<file path="src/rtl/gray_pkg.sv">
// Shared constants and helpers for the Gray up/down counter slice.
// Helpers work on a fixed 32-bit vector; callers cast to and from their width.
package gray_pkg;

  localparam int GRAY_W_DEF = 4;
  localparam int GRAY_MAX_W = 32;

  typedef logic [GRAY_MAX_W-1:0] gray_vec_t;

  function automatic gray_vec_t bin2gray(input gray_vec_t bin);
    return bin ^ (bin >> 1);
  endfunction

  // True when exactly one bit of v is set.
  function automatic logic onehot_chk(input gray_vec_t v);
    return (v != {GRAY_MAX_W{1'b0}}) &&
           ((v & (v - gray_vec_t'(1))) == {GRAY_MAX_W{1'b0}});
  endfunction

endpackage

</file>
<file path="src/rtl/gray_enc.sv">
// Combinational WIDTH-bit binary-to-Gray encoder.
module gray_enc
  import gray_pkg::*;
#(
  parameter int WIDTH = GRAY_W_DEF
) (
  input  logic [WIDTH-1:0] bin,
  output logic [WIDTH-1:0] gry
);

  assign gry = WIDTH'(bin2gray(gray_vec_t'(bin)));

endmodule

</file>
<file path="src/rtl/gray_up_dn_counter.sv">
// Registered up/down binary counter with synchronous load, aligned Gray output
// and wrap pulse. Optional Gray-adjacency checker enabled by GRAY_CNT_CHECK_EN.
module gray_up_dn_counter
  import gray_pkg::*;
#(
  parameter int WIDTH = GRAY_W_DEF
) (
  input  logic             clk,
  input  logic             rst,
  input  logic             en,
  input  logic             up_dn,
  input  logic             load,
  input  logic [WIDTH-1:0] load_val,
  output logic [WIDTH-1:0] bn,
  output logic [WIDTH-1:0] gry,
  output logic             tc,
  output logic             err
);

  localparam logic [WIDTH-1:0] ALL_ONES = {WIDTH{1'b1}};
  localparam logic [WIDTH-1:0] ALL_ZERO = {WIDTH{1'b0}};
  localparam logic [WIDTH-1:0] ONE      = {{(WIDTH-1){1'b0}}, 1'b1};

  logic [WIDTH-1:0] bn_r;
  logic [WIDTH-1:0] gry_r;
  logic             tc_r;
  logic [WIDTH-1:0] bn_next;
  logic [WIDTH-1:0] gry_next;
  logic             step;
  logic             wrap;

  // Next binary value and wrap detect; load wins over counting.
  always_comb begin
    bn_next = bn_r;
    step    = 1'b0;
    wrap    = 1'b0;
    if (load) begin
      bn_next = load_val;
    end else if (en) begin
      step = 1'b1;
      if (up_dn) begin
        bn_next = bn_r + ONE;
        wrap    = (bn_r == ALL_ONES);
      end else begin
        bn_next = bn_r - ONE;
        wrap    = (bn_r == ALL_ZERO);
      end
    end else begin
      bn_next = bn_r;
    end
  end

  // Gray is taken from the next binary value so bn and gry update together.
  gray_enc #(.WIDTH(WIDTH)) u_enc (
    .bin (bn_next),
    .gry (gry_next)
  );

  // Count, Gray and terminal-count registers.
  always_ff @(posedge clk) begin
    if (rst) begin
      bn_r  <= ALL_ZERO;
      gry_r <= ALL_ZERO;
      tc_r  <= 1'b0;
    end else begin
      bn_r  <= bn_next;
      gry_r <= gry_next;
      tc_r  <= wrap;
    end
  end

`ifdef GRAY_CNT_CHECK_EN
  logic err_r;

  // Sticky flag: a count step must change exactly one Gray bit.
  always_ff @(posedge clk) begin
    if (rst) begin
      err_r <= 1'b0;
    end else if (step && !onehot_chk(gray_vec_t'(gry_r ^ gry_next))) begin
      err_r <= 1'b1;
    end else begin
      err_r <= err_r;
    end
  end

  assign err = err_r;
`else
  assign err = 1'b0;
`endif

  assign bn  = bn_r;
  assign gry = gry_r;
  assign tc  = tc_r;

endmodule
</file>
<file path="config.mk">
export PLATFORM = sky130hd
export DESIGN_NAME = gray_up_dn_counter
export DESIGN_NICKNAME = d
export VERILOG_FILES = /design/src/rtl/gray_pkg.sv /design/src/rtl/gray_enc.sv /design/src/rtl/gray_up_dn_counter.sv
export SDC_FILE = /design/constraint.sdc
export NUM_CORES = 1
export LEC_CHECK = 0
export ABC_AREA = 0
export CAP_MARGIN = 20
export CORE_MARGIN = 1.5
export CORE_UTILIZATION = 37
export CTS_CLUSTER_DIAMETER = 100
export CTS_CLUSTER_SIZE = 28
export DETAILED_ROUTE_END_ITERATION = 8
export PLACE_DENSITY = 0.75
export SETUP_SLACK_MARGIN = 0.02
export SYNTH_ARGS = -nofsm -noshare
export SYNTH_HDL_FRONTEND = slang
export SYNTH_SLANG_ARGS = --single-unit
export TNS_END_PERCENT = 10
</file>
<file path="constraint.sdc">
create_clock -name clk -period 1.7 [get_ports clk]
set_clock_uncertainty 0.05 [all_clocks]
set_input_delay 0.425 -clock clk [delete_from_list [all_inputs] [get_ports clk]]
set_output_delay 0.425 -clock clk [all_outputs]
set_load 0.02 [all_outputs]
</file>
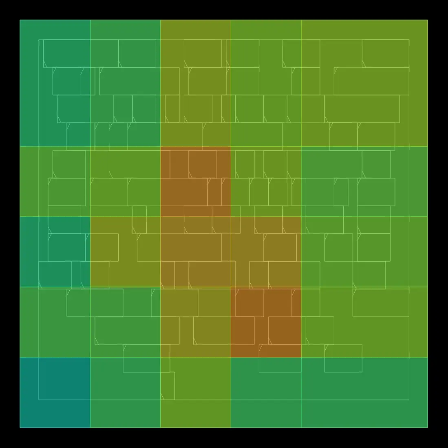
run_1/final_congestion.png
WL per Instance: 13.99 um
M2 GR Usage: 30.24%

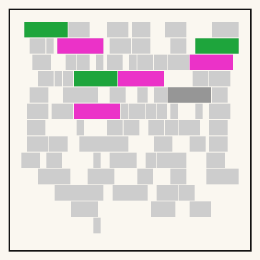
run_1/registers.png
Scale: 6 px per um. Other sequential cells in the stronger gray, the rest of the logic in the fainter gray.
bn -> magenta  # sequential cells 4
gry -> green  # sequential cells 3
not colored = 1

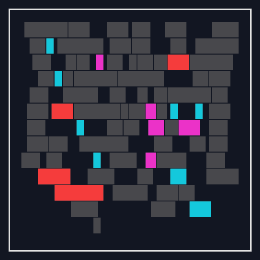
run_1/gate_families.png
Scale: 6 px per um.
NOR gates -> cyan  # cells 8, most used nor2_1
NAND gates -> magenta  # cells 5, most used nand3_1, where middle
multiplexers -> red  # cells 4, most used mux2i_1
fin cells: 96
Comb/total area: 42.22%

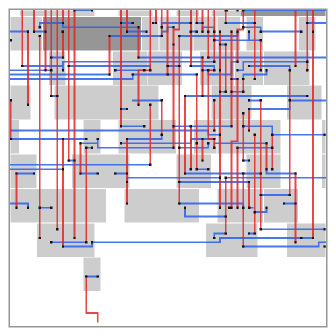
run_1/zoom.png
Region (8, 0) to (33, 25) um. Cells in gray, sequential cells in the stronger gray; small squares are vias.
met1 -> blue
met2 -> red
netlist names of flops here include = bn (1)
sequential cells in the window = 1
cells with their middle in the window = 33
most frequent = nor2_1 (4), buf_4 (4)

==> impl_metrics.env, run 1 <==
# flow metrics
export IMPL_status="finished, final reports clean"
export IMPL_hold_viol=0
export IMPL_fin_nets=95
export IMPL_critPathSlowestCell="fa_2"
export IMPL_min_from="bn[3]"
export IMPL_crit_arrival_ns=1.81
export IMPL_yosys_cells=56
export IMPL_required_ns=1.84
export IMPL_setup_violations_final=0
export IMPL_drt_total_wl_mm=1.343
export IMPL_adder_share_pct=8.889
export IMPL_leakage_nw=0.3974
export IMPL_hpwl_um=963.7
export IMPL_ys_sh_aoi_pct=14.81
export IMPL_yosys_area_top_type="dfxtp_1"
export IMPL_rsz0062_at_grt="yes"
export IMPL_drv_cap=0
export IMPL_vias=508
export IMPL_die_area_um2=1600
export IMPL_hold_class="flop to flop"
export IMPL_rows=13
export IMPL_top_cells_by_count="dfxtp_1 (8), nor2_1 (6), buf_4 (3), inv_1 (3), mux2i_1 (3)"
export IMPL_cts_max_level=1
export IMPL_syn_nets=68
export IMPL_simple_gate_share_pct=22.96
export IMPL_synth_avg_cell_area_um2=9.049
[run 1: timing repair]
item	CTS	global route
pin swaps	4	5
gates cloned	0	0
gates resized	14	7
setup buffers	1	0
endpoints found under the setup margin	12	6
[run 1: path summary, 6_finish.rpt]
kind | endpoint | slack, ns | depth (start not counted)
setup / recovery | gry[1] | 0.02 | 5
hold / removal | tc | 0.67 | 2
setup reg to reg | gry[1] | 0.02 | 5
hold reg to reg | tc | 0.67 | 2
[run 1: final cells by class]
cell class	instances	area (um2)	share of cell area, %
repair buffers	26	240.2	29.58
clock buffers	3	22.52	2.773
multi-input cells	41	342.8	42.22
flip-flops and latches	8	163.9	20.18
inverters	3	23.77	2.928
well taps	15	18.77	2.311
[run 1: through the flow]
step                power [mW]  setup slack (ns)  instances  cell area [um2]  setup TNS [ns]
detailed placement      0.4594           -0.7330         94            774.5          -4.461
finish                  0.6033           0.02401         96            812.0               0
global placement        0.4523           -0.6967         94            774.5          -4.159
floorplan               0.3546          -0.01874         56            538.0        -0.01874
global route            0.6360         -0.008120         96            812.0       -0.008120
CTS                     0.5982          -0.05422         98            804.5        -0.06857
[run 1: cells by family after synthesis]
logic type | count (synthesis)
buffers and inverters | 7
XOR/XNOR | 3
other | 1
AND-OR/OR-AND | 11
AND/OR/NAND/NOR | 19
adder cells (fa/ha/maj) | 3
flip-flops | 8
multiplexers | 4
[run 1: state kept, by name (all words and copies together) (netlist names)]
| signal | flops |
|---|---|
| bn | 4 |
| gry | 3 |
| tc | 1 |
[run 1: report_power, final]
| part | switching (mW) | total (mW) | internal, mW |
|---|---|---|---|
| clock network | 0.0636 | 0.144 | 0.0807 |
| registers | 0.0137 | 0.222 | 0.208 |
| logic | 0.113 | 0.237 | 0.124 |
| total | 0.190 | 0.603 | 0.413 |
==> run 2: changes to the inputs <==
--- a/config.mk
+++ b/config.mk
@@ -12,6 +12,7 @@
 export CTS_CLUSTER_DIAMETER = 100
 export CTS_CLUSTER_SIZE = 28
 export DETAILED_ROUTE_END_ITERATION = 8
+export HOLD_SLACK_MARGIN = 0.15
 export PLACE_DENSITY = 0.75
 export SETUP_SLACK_MARGIN = 0.02
 export SYNTH_ARGS = -nofsm -noshare
==> run 2 against run 1 <==
  * Sequential share of layout area is the same
  * Via count is the same
  * Register-to-register slack is essentially flat
  * Synthesized cell count is the same
  * Critical endpoint unchanged
  * Largest power group unchanged
  * Sequential cell count is the same
  * Fmax is the same
  * Final cell count is the same
  * Hold slack is the same
  * Largest cell class unchanged
==> impl_metrics.env, run 2 <==
# flow metrics
export IMPL_grt_use_met2_pct=30.24
export IMPL_fin_nets=95
export IMPL_switching_share_pct=31.50
export IMPL_required_ns=1.84
export IMPL_rows=13
export IMPL_powerClk_mw=0.144
export IMPL_intPower_mw=0.4133
export IMPL_crit_arrival_ns=1.81
export IMPL_synth_avg_cell_area_um2=9.049
export IMPL_cts_max_level=1
export IMPL_vias=508
export IMPL_critPathSlowestCell="fa_2"
export IMPL_wl_per_cell_um=13.99
export IMPL_min_from="bn[3]"
export IMPL_status="finished, final reports clean"
export IMPL_seq_power_mw=0.222
export IMPL_seqPwrFrac_pct=36.8
export IMPL_drt_total_wl_mm=1.343
export IMPL_leakage_nw=0.3974
export IMPL_stdcell_area_um2=812.0
export IMPL_top_cells_by_count="dfxtp_1 (8), nor2_1 (6), buf_4 (3), inv_1 (3), mux2i_1 (3)"
export IMPL_p_sw_mw=0.1900
export IMPL_yosys_area_top_type="dfxtp_1"
export IMPL_power_total_mw=0.6033
export IMPL_placed_area_um2=774.5
export IMPL_ys_sh_aoi_pct=14.81
export IMPL_setup_violations_final=0
export IMPL_rr_endpoint="gry[1]"
export IMPL_die_area_um2=1600
export IMPL_pwr_share_clk_pct=23.9
export IMPL_adder_share_pct=8.889
export IMPL_syn_nets=68
export IMPL_combPwrFrac_pct=39.3
export IMPL_r2r_setup_slack_ns=0.02
export IMPL_hold_viol=0
export IMPL_hold_depth=2
export IMPL_simple_gate_share_pct=22.96
export IMPL_min_to="tc"
-- run 2: kinds of logic (layout without fill, tap and decap cells) --
family | after synthesis | in the layout
and+or+nand+nor | 19 | 19
AOI/OAI and AO/OA | 11 | 11
DFF | 8 | 8
buffers and inverters | 7 | 32
muxes | 4 | 4
adders and majority gates | 3 | 3
xor gates and xnor gates | 3 | 3
other | 1 | 1
-- run 2: stage by stage --
stage,hold WS (ns),instances,worst slack [ns],setup TNS [ns]
after floorplan,0.4400,56,-0.01874,-0.01874
after global placement,0.6461,94,-0.6967,-4.159
after detailed placement,0.6495,94,-0.7330,-4.461
after CTS,0.6566,98,-0.05422,-0.06857
after global routing,0.7159,96,-0.008120,-0.008120
final,0.6661,96,0.02401,0
-- run 2: worst max path at each step --
stage / start / to / slack, ns / depth (start not counted)
after floorplan: up_dn / gry[1] / -0.02 / 6
after global placement: up_dn / gry[1] / -0.70 / 8
after detailed placement: up_dn / gry[2] / -0.73 / 9
after CTS: up_dn / gry[2] / -0.05 / 7
after global routing: bn[0] / gry[1] / -0.008 / 5
final: bn[0] / gry[1] / 0.02 / 5
-- run 2: tightest hold or removal path, delay by kind of cell (launching register included) --
family / cells / cell delay [ns]
AOI/OAI and AO/OA: 1 / 0.17
and+or+nand+nor: 1 / 0.14
DFF: 1 / 0.38
-- run 2: cell type report --
cell class / count / area (um2) / share of cell area (%)
Timing Repair Buffer: 26 / 240.2 / 29.58
Clock buffer: 3 / 22.52 / 2.773
Multi-Input combinational cell: 41 / 342.8 / 42.22
Inverter: 3 / 23.77 / 2.928
Tap cell: 15 / 18.77 / 2.311
Sequential cell: 8 / 163.9 / 20.18
-- run 2: timing repair --
action | in CTS | in global routing
pin swaps | 4 | 5
buffers inserted | 1 | 0
gates resized | 14 | 7
setup endpoints to repair | 12 | 6
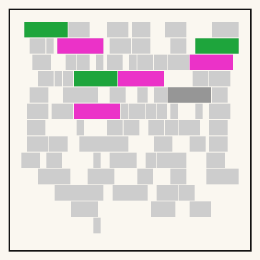
run_2/registers.png
Scale: 6 px per um. Other sequential cells in the stronger gray, the rest of the logic in the fainter gray.
bn -> magenta  # sequential cells 4
gry -> green  # sequential cells 3
not colored = 1

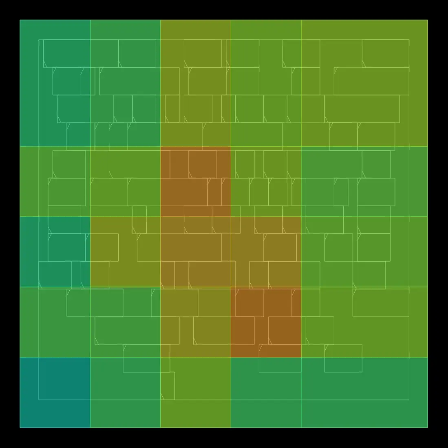
run_2/final_congestion.png
met1 usage: 22.71%
gr usage total: 18.54%
final core occ: 63.19%
GRT Max-Usage Layer: met2

==> run 3: changes to the inputs <==
--- a/config.mk
+++ b/config.mk
@@ -7,13 +7,14 @@
 export LEC_CHECK = 0
 export ABC_AREA = 0
 export CAP_MARGIN = 20
-export CORE_MARGIN = 1.5
-export CORE_UTILIZATION = 37
+export CORE_AREA = 2 2 39 41
 export CTS_CLUSTER_DIAMETER = 100
 export CTS_CLUSTER_SIZE = 28
 export DETAILED_ROUTE_END_ITERATION = 8
+export DIE_AREA = 0 0 41 43
+export DONT_BUFFER_PORTS = 1
 export HOLD_SLACK_MARGIN = 0.15
-export PLACE_DENSITY = 0.75
+export PLACE_DENSITY = 0.57
 export SETUP_SLACK_MARGIN = 0.02
 export SYNTH_ARGS = -nofsm -noshare
 export SYNTH_HDL_FRONTEND = slang
==> run 3 against run 2 <==
  * Highest routed layer unchanged
  * Register-to-register slack gained 0.02 ns
  * Total power shrank 14%
  * Largest cell class unchanged
  * Sequential cell count did not move
==> impl_metrics.env, run 3 <==
# flow metrics
export IMPL_hold_viol=0
export IMPL_cts_max_level=1
export IMPL_logic_area_um2=337.8
export IMPL_grt_pass1_wl_mm=1.642
export IMPL_hold_class="input port to flop"
export IMPL_top_cells_by_count="dfxtp_1 (8), nor2_1 (6), buf_4 (3), inv_1 (3), mux2i_1 (3)"
export IMPL_synth_avg_cell_area_um2=9.049
export IMPL_largest_register_ffs=4
export IMPL_syn_nets=68
export IMPL_required_ns=1.84
export IMPL_pin_count=19
export IMPL_hpwl_um=818.8
export IMPL_endpoint_kind="flop"
export IMPL_whs_ns=0.1816
export IMPL_fin_util_pct=43.67
export IMPL_vias=411
export IMPL_critPathSlowestCell="fa_1"
export IMPL_regArea_um2=162.7
export IMPL_yosys_register_bits=8
export IMPL_crit_arrival_ns=1.79
export IMPL_drv_cap=0
export IMPL_rows=14
export IMPL_final_setup_tns_ns=0
export IMPL_drt_total_wl_mm=1.016
export IMPL_power_total_mw=0.5174
export IMPL_setup_violations_final=0
export IMPL_viasPerCell=5.408
export IMPL_final_cell_count_no_fill=76
export IMPL_yosys_cells=56
export IMPL_dp_cells=73
export IMPL_die_area_um2=1763
export IMPL_wl_per_cell_um=13.37
export IMPL_fin_nets=74
export IMPL_leakage_nw=0.2720
export IMPL_status="finished, final reports clean"
==> run 3: layout make-up <==
cell class	instances	share of cell area [%]
clock buffer	3	3.727
inverter	3	3.934
multi-input combinational	41	55.90
sequential	8	26.92
tap	16	3.313
timing repair buffer	5	6.211
==> run 3: path summary, 6_finish.rpt <==
path | from | endpoint | slack (ns) | depth (start not counted)
worst min register to register | bn[3] | bn[3] | 0.66 | 3
worst max-delay path | bn[0] | gry[1] | 0.04 | 5
worst min-delay path | rst | gry[1] | 0.18 | 1
worst max register to register | bn[0] | gry[1] | 0.04 | 5
==> run 3: through the flow <==
| stage | area [um2] | setup slack [ns] |
|---|---|---|
| 2_1_floorplan | 538.0 | -0.01874 |
| 3_3_place_gp | 568.0 | -0.05041 |
| 3_5_place_dp | 568.0 | -0.08006 |
| 4_1_cts | 595.6 | 0.03506 |
| 5_1_grt | 604.3 | -0.02068 |
| 6_report | 604.3 | 0.04450 |
==> run 3: per-layer routing <==
metal,up-vias,GRT usage [%],routed length (um),part of all wire [%]
met5,-,0,0,0
met4,0,2.000,0,0
met3,0,9.424,89,8.8
met2,12,21.25,537,53
met1,187,17.11,389,38
li1,212,-,-,-
==> run 3: cells by family (layout without fill, tap and decap cells) <==
kind of cell    count (synthesis)  after routing  share of synthesized area [%]
xor+xnor                        3              3                          5.186
simple gates                   19             19                          22.96
buf+inv                         7             11                          7.653
fa+ha+maj                       3              3                          8.888
compound gates                 11             11                          14.82
mux                             4              4                          8.148
flops                           8              8                          31.60
other cells                     1              1                         0.7400
==> run 3: what timing repair did <==
action	4_1_cts	5_1_grt
endpoints found under the setup margin	1	1
resized	1	2
pin swaps	1	0
setup buffers	0	0
==> run 3: where the power goes <==
part | internal, mW | switching (mW)
clock | 0.0804 | 0.0586
sequential | 0.208 | 0.0239
combinational | 0.0742 | 0.0721
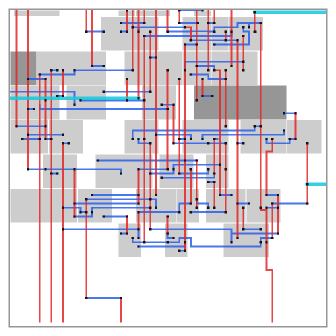
run_3/zoom.png
Region (8, 0) to (33, 25) um. Cells in gray, sequential cells in the stronger gray; small squares are vias.
met1 -> blue
met2 -> red
met3 -> cyan
cells with their middle in the window = 31
most frequent = buf_4 (4), nand3_1 (2), ha_1 (2)
sequential cells in the window = 1
netlist names of flops here include = bn (1)

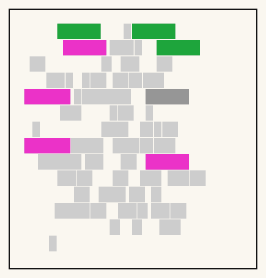
run_3/registers.png
Scale: 6 px per um. Other sequential cells in the stronger gray, the rest of the logic in the fainter gray.
gry -> green  # sequential cells 3
bn -> magenta  # sequential cells 4
not colored = 1


## Gallery

Ports around the boundary.
Scale: 12 px per um. Pins as bars across the die edge, other pins in gray.
Plate I
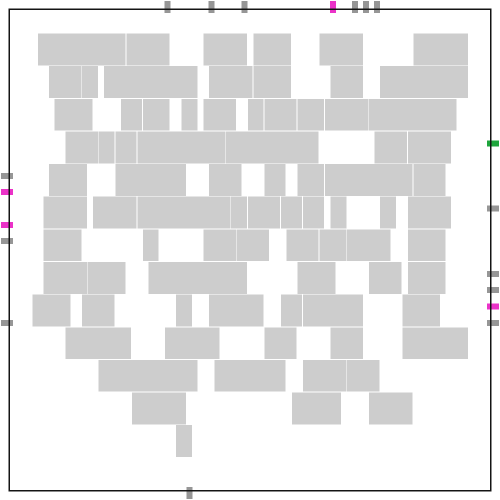
Plate II
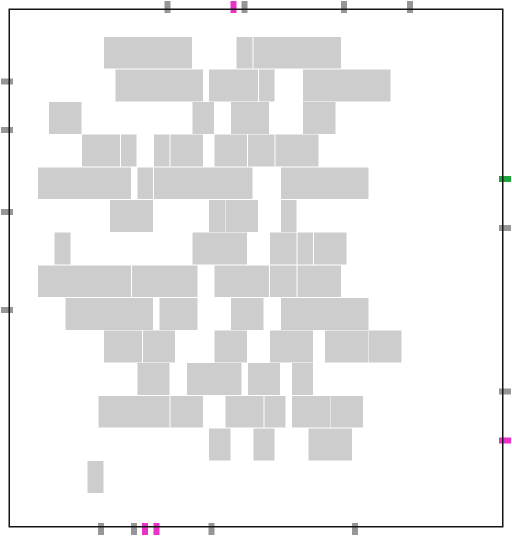
run 2: Plate I
run 3: Plate II

Power and IR drop assume default switching activity.
